[src/rtl/dec_lut_encoder28bits_clk.sv]
// Sequential binary-to-BCD encoder (shift-add-3 / double-dabble).
// A conversion takes N_BITS shift cycles after the accepting edge. The
// result W is loaded on the last shift edge. A one-cycle registered done
// pulse marks each new W.
//
// Handshake: start is sampled only while the FSM is IDLE (busy=0). The edge
// that sees start=1 also captures N. While busy=1, start and N are ignored
// and nothing is queued. done is high for exactly one cycle per conversion.
// A start in that done cycle is accepted, so back-to-back conversions run
// at one result per N_BITS+1 cycles.
module dec_lut_encoder28bits_clk #(
    parameter int N_BITS = 28,
    parameter int DIGITS = 11,
    parameter int W_BITS = 4 * DIGITS
) (
    input  logic              clk,
    input  logic              rst_n,
    input  logic              start,
    input  logic [N_BITS-1:0] N,
    output logic              busy,
    output logic              done,
    output logic [W_BITS-1:0] W,
    output logic              state
);

    // Enough bits to count from 0 up to N_BITS shifts.
    localparam int CW = $clog2(N_BITS + 1);

    typedef enum logic {
        IDLE  = 1'b0,
        SHIFT = 1'b1
    } state_t;

    state_t            cur_state;
    state_t            nxt_state;
    logic [W_BITS-1:0] acc;
    logic [W_BITS-1:0] acc_adj;
    logic [W_BITS-1:0] acc_next;
    logic [N_BITS-1:0] bin;
    logic [CW-1:0]     cnt;
    logic              last_shift;

    // This edge performs shift number N_BITS (the counter still holds N_BITS-1).
    assign last_shift = (cnt == CW'(N_BITS - 1));

    // Add 3 to every BCD digit of 5 or more, so the next left shift carries into the next digit.
    always_comb begin
        acc_adj = acc;
        for (int i = 0; i < DIGITS; i++) begin
            if (acc[4*i +: 4] >= 4'd5) begin
                acc_adj[4*i +: 4] = acc[4*i +: 4] + 4'd3;
            end
        end
    end

    // The accumulator after the shift takes in the binary register's MSB.
    assign acc_next = {acc_adj[W_BITS-2:0], bin[N_BITS-1]};

    // State register.
    always_ff @(posedge clk) begin
        if (!rst_n) begin
            cur_state <= IDLE;
        end else begin
            cur_state <= nxt_state;
        end
    end

    // Next-state logic: IDLE waits for start, SHIFT runs until the last shift.
    always_comb begin
        nxt_state = cur_state;
        case (cur_state)
            IDLE:    if (start)      nxt_state = SHIFT;
            SHIFT:   if (last_shift) nxt_state = IDLE;
            default: nxt_state = IDLE;
        endcase
    end

    // Outputs decoded from state; state is also exposed for debug.
    always_comb begin
        busy  = (cur_state == SHIFT);
        state = cur_state;
    end

    // Datapath: load on accept, shift-add-3 during SHIFT, publish W and pulse done on the final shift.
    always_ff @(posedge clk) begin
        if (!rst_n) begin
            acc  <= '0;
            bin  <= '0;
            cnt  <= '0;
            W    <= '0;
            done <= 1'b0;
        end else begin
            done <= 1'b0;
            case (cur_state)
                IDLE: begin
                    if (start) begin
                        bin <= N;
                        acc <= '0;
                        cnt <= '0;
                    end
                end
                SHIFT: begin
                    acc <= acc_next;
                    bin <= {bin[N_BITS-2:0], 1'b0};
                    cnt <= cnt + CW'(1);
                    if (last_shift) begin
                        W    <= acc_next;
                        done <= 1'b1;
                    end
                end
                default: ;
            endcase
        end
    end

endmodule

[config.mk]
export PLATFORM = sky130hd
export DESIGN_NAME = dec_lut_encoder28bits_clk
export DESIGN_NICKNAME = d
export VERILOG_FILES = /design/src/rtl/dec_lut_encoder28bits_clk.sv
export SDC_FILE = /design/constraint.sdc
export NUM_CORES = 1
export LEC_CHECK = 0
export ABC_AREA = 1
export CORE_ASPECT_RATIO = 1.75
export CORE_MARGIN = 4
export CORE_UTILIZATION = 45
export CTS_BUF_LIST = sky130_fd_sc_hd__clkbuf_2 sky130_fd_sc_hd__clkbuf_4 sky130_fd_sc_hd__clkbuf_8
export DETAILED_ROUTE_END_ITERATION = 8
export PLACE_DENSITY = 0.7
export SYNTH_ARGS = -nofsm -noshare
export SYNTH_HDL_FRONTEND = slang
export SYNTH_SLANG_ARGS = --single-unit
export TNS_END_PERCENT = 30
[constraint.sdc]
create_clock -name clk -period 1.5 [get_ports clk]
set_clock_uncertainty 0.2 [all_clocks]
set_input_delay 0.375 -clock clk [delete_from_list [all_inputs] [get_ports clk]]
set_output_delay 0.375 -clock clk [all_outputs]
set_load 0.02 [all_outputs]
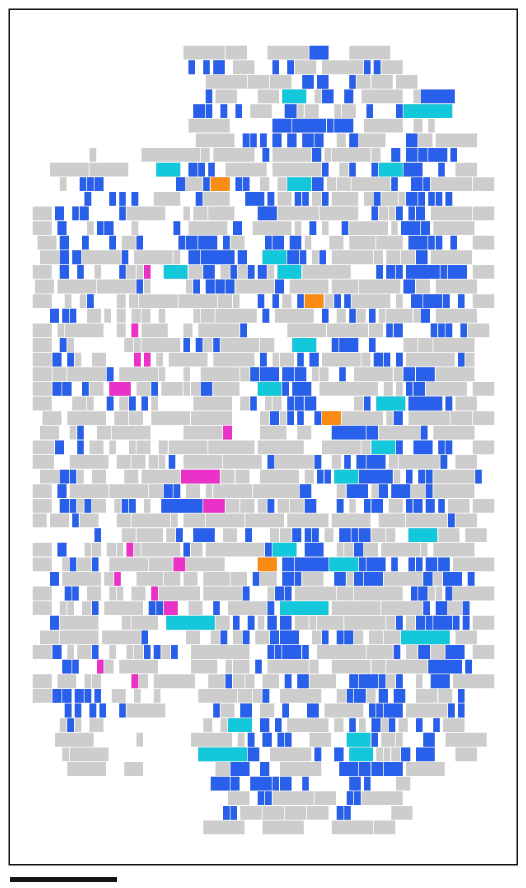
Figure 1: run 1, gate families picked out.
Scale bar: 20 µm.
Orange is multiplexers, cells 4. Magenta is NOR gates, cells 15. Cyan is adder and majority cells, cells 23. Blue is NAND gates, cells 426, where all over the die.
share of cell area taken by multi-input logic gates: 38.4%
leading cell type in the layout, fill and taps excluded: sky130_fd_sc_hd__nand2_1
filler-free cell count of the finished design: 1150

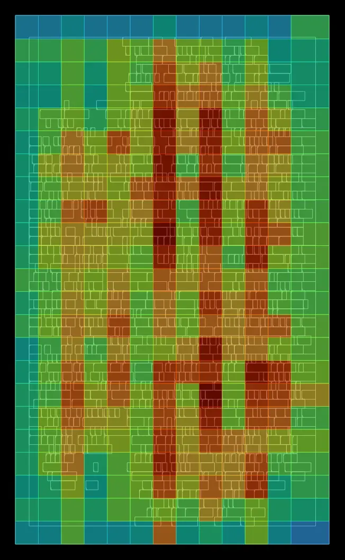
Figure 2: run 1, track usage over the die.
M1 GR Usage: 18.8%
final routed wire length divided by cell count: 13.4 µm
Global Route met2 Usage: 35.9%

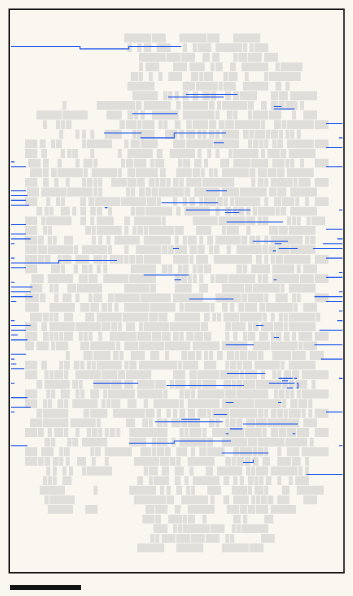
Figure 3: run 1, M3 wires.
Scale bar: 20 µm.
The layer holds 4.1% of the routed length. 83 nets have wire on it.
final wirelength: 15400 µm
via count: 5853
global-route track usage on met3: 4.40%

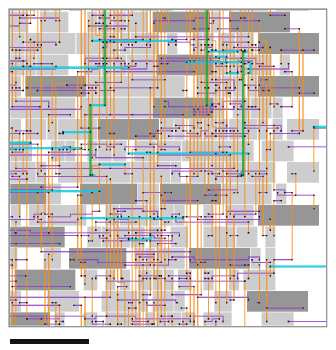
Figure 4: run 1, zoomed window.
Scale bar: 10 µm. Window x 51 to 91, y 20 to 60 µm. Cells in gray, sequential cells in the stronger gray; small squares are vias.
Cyan is metal 3. Green is metal 4. Purple is metal 1. Orange is metal 2.
Most frequent: nand2_1 (37), dfxtp_2 (14), nand3_2 (12). Netlist names of flops here include `W` (9), `acc` (9). 149 logic cells have their middle in the window. Sequential cells in the window: 18.

==> flow_summary.html, run 1 <==
<h2>Synthesis and place &amp; route</h2>
<table>
<tr><th>Metric</th><th>Value</th></tr>
<tr><th colspan="2">STA</th></tr>
<tr><td>Least setup slack across all paths after layout</td><td>-0.103 ns</td></tr>
<tr><td>Total count of max-transition violations in the final report</td><td>0</td></tr>
<tr><td>Slew at the pin with the worst max-slew slack</td><td>0.468 ns</td></tr>
<tr><td>Fin. Hold Viols</td><td>0</td></tr>
<tr><td>Worst relative slew slack</td><td>68.8%</td></tr>
<tr><td>Total negative slack</td><td>-1.88 ns</td></tr>
<tr><td>Clock period minus worst slack</td><td>1.60 ns</td></tr>
<tr><td>Final setup vio count</td><td>48</td></tr>
<tr><td>Setup repair after global routing missed its margin</td><td>yes</td></tr>
<tr><th colspan="2">Detailed routing</th></tr>
<tr><td>Number of remaining DRC errors</td><td>0</td></tr>
<tr><td>Routed length on met2</td><td>8570 µm</td></tr>
<tr><td>Pre-antenna DRT Iters</td><td>5</td></tr>
<tr><td>Starting DRT DRC Count</td><td>between 200 and 300</td></tr>
<tr><td>Top sig layer</td><td>met4</td></tr>
<tr><th colspan="2">Yosys</th></tr>
<tr><td>Count of mapped cells out of synthesis</td><td>831</td></tr>
<tr><td>Ao+oa area frac</td><td>9.28%</td></tr>
<tr><td>Tally of unique sky130hd cells used after synthesis</td><td>27</td></tr>
<tr><td>Combined area of all synthesized cells</td><td>5850 µm²</td></tr>
<tr><td>Flops after synth</td><td>123</td></tr>
<tr><td>Top cells by area in the synthesized netlist</td><td>sky130_fd_sc_hd__dfxtp_1 (42%), sky130_fd_sc_hd__nand2_1 (18%), sky130_fd_sc_hd__nand3_1 (10%)</td></tr>
<tr><td>Mux share of post-synthesis cell area</td><td>0.684%</td></tr>
<tr><td>Count of flip-flops with a built-in enable after synthesis</td><td>0</td></tr>
<tr><td>Most used flip-flop cell after synthesis</td><td>sky130_fd_sc_hd__dfxtp_1</td></tr>
<tr><td>Share of the yosys chip area belonging to registers</td><td>about 42%</td></tr>
<tr><td>Xor and xnor area share after synthesis</td><td>0%</td></tr>
<tr><td>Post-synthesis share of cell area spent on full adders, half adders and majority gates</td><td>4.92%</td></tr>
<tr><td>Share of async-settable or async-resettable flops after synthesis</td><td>0%</td></tr>
<tr><th colspan="2">Layout</th></tr>
<tr><td>Finished layout cell area</td><td>8580 µm²</td></tr>
<tr><td>Sequential cell count</td><td>between 100 and 150</td></tr>
<tr><td>Clock buffers</td><td>25</td></tr>
<tr><td>Clock network area share</td><td>5.30%</td></tr>
<tr><td>Post-layout utilization of the core</td><td>slightly below 70%</td></tr>
<tr><td>Count of inverters other than clock inverters in the layout</td><td>101</td></tr>
<tr><th colspan="2">Clocking</th></tr>
<tr><td>Post-CTS Repair Setup Buffers</td><td>0</td></tr>
<tr><td>Hold bufs inserted after CTS</td><td>0</td></tr>
<tr><td>Clock sink count</td><td>123</td></tr>
<tr><td>H-Tree Level Count</td><td>4</td></tr>
<tr><td>Post-cts sizing count</td><td>316</td></tr>
<tr><th colspan="2">Power</th></tr>
<tr><td>Reg power frac</td><td>between 40% and 50%</td></tr>
<tr><td>Sw Ratio</td><td>21.8%</td></tr>
<tr><td>Internal cell power</td><td>5620 µW</td></tr>
<tr><td>Comb group</td><td>526 µW</td></tr>
<tr><td>PD cells</td><td>838 nW/µm²</td></tr>
<tr><td>Heaviest power group</td><td>registers</td></tr>
<tr><td>Share of total power in the clock network</td><td>46.2%</td></tr>
<tr><td>Power consumption</td><td>between 7000 and 8000 µW</td></tr>
<tr><td>Clock network power</td><td>around 3300 µW</td></tr>
<tr><th colspan="2">Status</th></tr>
<tr><td>Violations in the final reports</td><td>negative setup slack</td></tr>
<tr><td>Status</td><td>finished, violations left</td></tr>
<tr><th colspan="2">Die</th></tr>
<tr><td>Site Rows</td><td>54</td></tr>
<tr><td>Well-Tap Cells</td><td>168</td></tr>
<tr><td>Overall die width</td><td>94.2 µm</td></tr>
<tr><td>Standard cell core area</td><td>12600 µm²</td></tr>
<tr><td>Die height</td><td>roughly 160 µm</td></tr>
<tr><td>Effective utilization at floorplan</td><td>46.3%</td></tr>
<tr><td>Number of top-level pins</td><td>a little under 80</td></tr>
<tr><th colspan="2">Global routing</th></tr>
<tr><td>Wire length of the first global-routing pass</td><td>23000 µm</td></tr>
<tr><td>Via count of the first global-routing pass</td><td>5494</td></tr>
<tr><th colspan="2">Place</th></tr>
<tr><td>DP HPWL</td><td>9580 µm</td></tr>
<tr><td>Number of port buffers</td><td>77</td></tr>
<tr><td>Placed standard-cell area</td><td>7140 µm²</td></tr>
<tr><th colspan="2">Hold path</th></tr>
<tr><td>Hold Startpoint</td><td>W[22]$_SDFFE_PN0P_</td></tr>
<tr><td>Hold path endpoint</td><td>W[22]$_SDFFE_PN0P_</td></tr>
<tr><th colspan="2">Critical path</th></tr>
<tr><td>Critical Path, Cell by Cell</td><td>buf_6 -&gt; buf_6</td></tr>
<tr><td>Critical Path Start Type</td><td>flop</td></tr>
<tr><td>Largest incremental delay on the critical path</td><td>0.37 ns</td></tr>
<tr><td>Kind of end point of the critical path</td><td>output pin</td></tr>
<tr><td>Required time of the critical path</td><td>0.92 ns</td></tr>
<tr><th colspan="2">Job</th></tr>
<tr><td>Maxcap violations</td><td>0</td></tr>
</table>
Figure 5. Signal wires on met1 (run 1).
Scale bar: 20 µm. Supply wires on this layer in gray.
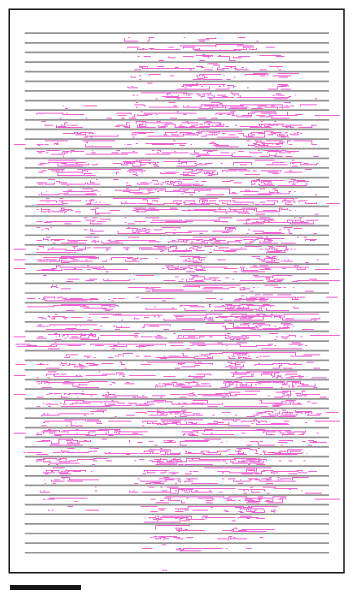

==> run 1 -> run 2 <==
- CORE_UTILIZATION: 45 -> 52
- HOLD_SLACK_MARGIN: default -> 0.08
- PLACE_DENSITY: 0.7 -> 0.79
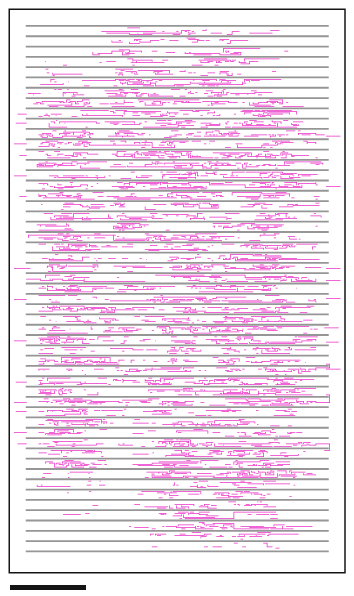
Figure 6: run 2, signal wires on met1.
Scale bar: 20 µm. Supply wires on this layer in gray.
The longest straight run is 23.0 µm. The layer carries 5690 µm of wire. The layer holds 39% of the routed length. 920 nets have wire on it.
via count: 5759
M1 GR Usage: 21.9%
final wirelength: 14600 µm

==> run 2 against run 1 <==
The run still ends with negative setup slack left. Count of clock-buffer cells in the layout grew 1. Clock power shrank 23%. Core utilization grew 3.9 points. Sequential cell count is the same. Fmax grew 3.6%. Final cell count shrank 4.7%. Worst setup slack gained 0.056 ns. Non-clock buffer count shrank 15. Global-route usage grew 2.7 points. Critical endpoint is now busy. Highest routed layer unchanged.
==> flow_summary.html, run 2 <==
<h2>Synthesis and place &amp; route</h2>
<table>
<tr><th>Metric</th><th>Value</th></tr>
<tr><th colspan="2">Die</th></tr>
<tr><td>Die height</td><td>148 µm (-6.6%)</td></tr>
<tr><td>Standard cell core area</td><td>11100 µm² (-12%)</td></tr>
<tr><td>Overall die width</td><td>88.2 µm (-6.4%)</td></tr>
<tr><td>Well-Tap Cells</td><td>132 (-21%)</td></tr>
<tr><td>Site Rows</td><td>51 (-5.6%)</td></tr>
<tr><td>Effective utilization at floorplan</td><td>52.7% (+6.4 points)</td></tr>
<tr><th colspan="2">Global routing</th></tr>
<tr><td>Via count of the first global-routing pass</td><td>5401 (-1.7%)</td></tr>
<tr><td>Global-route track usage on met3</td><td>5.49% (+1.1 points)</td></tr>
<tr><td>Global Route met2 Usage</td><td>39.9% (+4.0 points)</td></tr>
<tr><th colspan="2">Critical path</th></tr>
<tr><td>Worst Setup SP</td><td>busy$_SDFF_PN0_</td></tr>
<tr><td>Critical Path Start Type</td><td>flop</td></tr>
<tr><td>Largest incremental delay on the critical path</td><td>0.39 ns (+0.02 ns)</td></tr>
<tr><td>Count of cells along the worst register-to-register path</td><td>8</td></tr>
<tr><td>Critical Path, Cell by Cell</td><td>buf_4</td></tr>
<tr><th colspan="2">Place</th></tr>
<tr><td>DP HPWL</td><td>9750 µm (+1.8%)</td></tr>
<tr><td>Number of port buffers</td><td>77 (unchanged)</td></tr>
<tr><th colspan="2">Clocking</th></tr>
<tr><td>Hold bufs inserted after CTS</td><td>0 (unchanged)</td></tr>
<tr><td>Post-CTS Repair Setup Buffers</td><td>1 (+1)</td></tr>
<tr><td>Post-cts sizing count</td><td>311 (-1.6%)</td></tr>
<tr><td>H-Tree Level Count</td><td>4 (unchanged)</td></tr>
<tr><td>Clock sink count</td><td>123 (unchanged)</td></tr>
<tr><th colspan="2">Layout</th></tr>
<tr><td>Clock buffers</td><td>26 (+4.0%)</td></tr>
<tr><td>Logic area</td><td>3130 µm²</td></tr>
<tr><td>Count of inverters other than clock inverters in the layout</td><td>101 (unchanged)</td></tr>
<tr><td>Finished layout cell area</td><td>7970 µm² (-7.1%)</td></tr>
<tr><td>Leading cell type in the layout, fill and taps excluded</td><td>sky130_fd_sc_hd__nand2_1</td></tr>
<tr><th colspan="2">STA</th></tr>
<tr><td>Total count of max-transition violations in the final report</td><td>0 (unchanged)</td></tr>
<tr><td>Final setup vio count</td><td>24 (-50%)</td></tr>
<tr><td>Slew at the pin with the worst max-slew slack</td><td>0.448 ns (-0.0195 ns)</td></tr>
<tr><td>Fin. Hold Viols</td><td>0 (unchanged)</td></tr>
<tr><td>Setup repair after global routing missed its margin</td><td>yes</td></tr>
<tr><td>Worst relative slew slack</td><td>70.1% (+1.3 points)</td></tr>
<tr><td>Clock period minus worst slack</td><td>1.55 ns (-0.0561 ns)</td></tr>
<tr><td>Least setup slack across all paths after layout</td><td>-0.0472 ns (+0.0561 ns)</td></tr>
<tr><td>Total negative slack</td><td>-0.396 ns (+1.48 ns)</td></tr>
<tr><th colspan="2">Yosys</th></tr>
<tr><td>Share of async-settable or async-resettable flops after synthesis</td><td>0% (unchanged)</td></tr>
<tr><td>Ao+oa area frac</td><td>9.28% (unchanged)</td></tr>
<tr><td>Mux share of post-synthesis cell area</td><td>0.684% (unchanged)</td></tr>
<tr><td>Top cells by area in the synthesized netlist</td><td>sky130_fd_sc_hd__dfxtp_1 (42%), sky130_fd_sc_hd__nand2_1 (18%), sky130_fd_sc_hd__nand3_1 (10%)</td></tr>
<tr><td>Most used flip-flop cell after synthesis</td><td>sky130_fd_sc_hd__dfxtp_1</td></tr>
<tr><td>Share of the yosys chip area belonging to registers</td><td>42.1% (unchanged)</td></tr>
<tr><td>Flops after synth</td><td>123 (unchanged)</td></tr>
<tr><td>Post-synthesis share of cell area spent on full adders, half adders and majority gates</td><td>4.92% (unchanged)</td></tr>
<tr><td>Xor and xnor area share after synthesis</td><td>0% (unchanged)</td></tr>
<tr><td>Tally of unique sky130hd cells used after synthesis</td><td>27 (unchanged)</td></tr>
<tr><td>Combined area of all synthesized cells</td><td>5850 µm² (unchanged)</td></tr>
<tr><th colspan="2">Detailed routing</th></tr>
<tr><td>Number of remaining DRC errors</td><td>0 (unchanged)</td></tr>
<tr><td>Routed length on met2</td><td>8040 µm (-6.2%)</td></tr>
<tr><td>Starting DRT DRC Count</td><td>306 (+21%)</td></tr>
<tr><td>Pre-antenna DRT Iters</td><td>5 (unchanged)</td></tr>
<tr><td>Final routed wire length divided by cell count</td><td>13.3 µm (-0.60%)</td></tr>
<tr><th colspan="2">Status</th></tr>
<tr><td>Violations in the final reports</td><td>negative setup slack</td></tr>
<tr><td>Status</td><td>finished, violations left</td></tr>
<tr><th colspan="2">Power</th></tr>
<tr><td>Comb group</td><td>491 µW (-6.7%)</td></tr>
<tr><td>Power consumption</td><td>6400 µW (-11%)</td></tr>
<tr><td>Sw Ratio</td><td>23.7% (+1.9 points)</td></tr>
<tr><td>Internal cell power</td><td>4880 µW (-13%)</td></tr>
<tr><td>Clock network power</td><td>2570 µW (-23%)</td></tr>
<tr><td>PD cells</td><td>804 nW/µm² (-4.1%)</td></tr>
<tr><td>Share of total power in the clock network</td><td>40.1% (-6.1 points)</td></tr>
<tr><td>Heaviest power group</td><td>registers</td></tr>
<tr><th colspan="2">Hold path</th></tr>
<tr><td>Hold Startpoint</td><td>W[11]$_SDFFE_PN0P_</td></tr>
<tr><td>Hold path endpoint</td><td>W[11]$_SDFFE_PN0P_</td></tr>
</table>
Power and IR drop assume default switching activity.
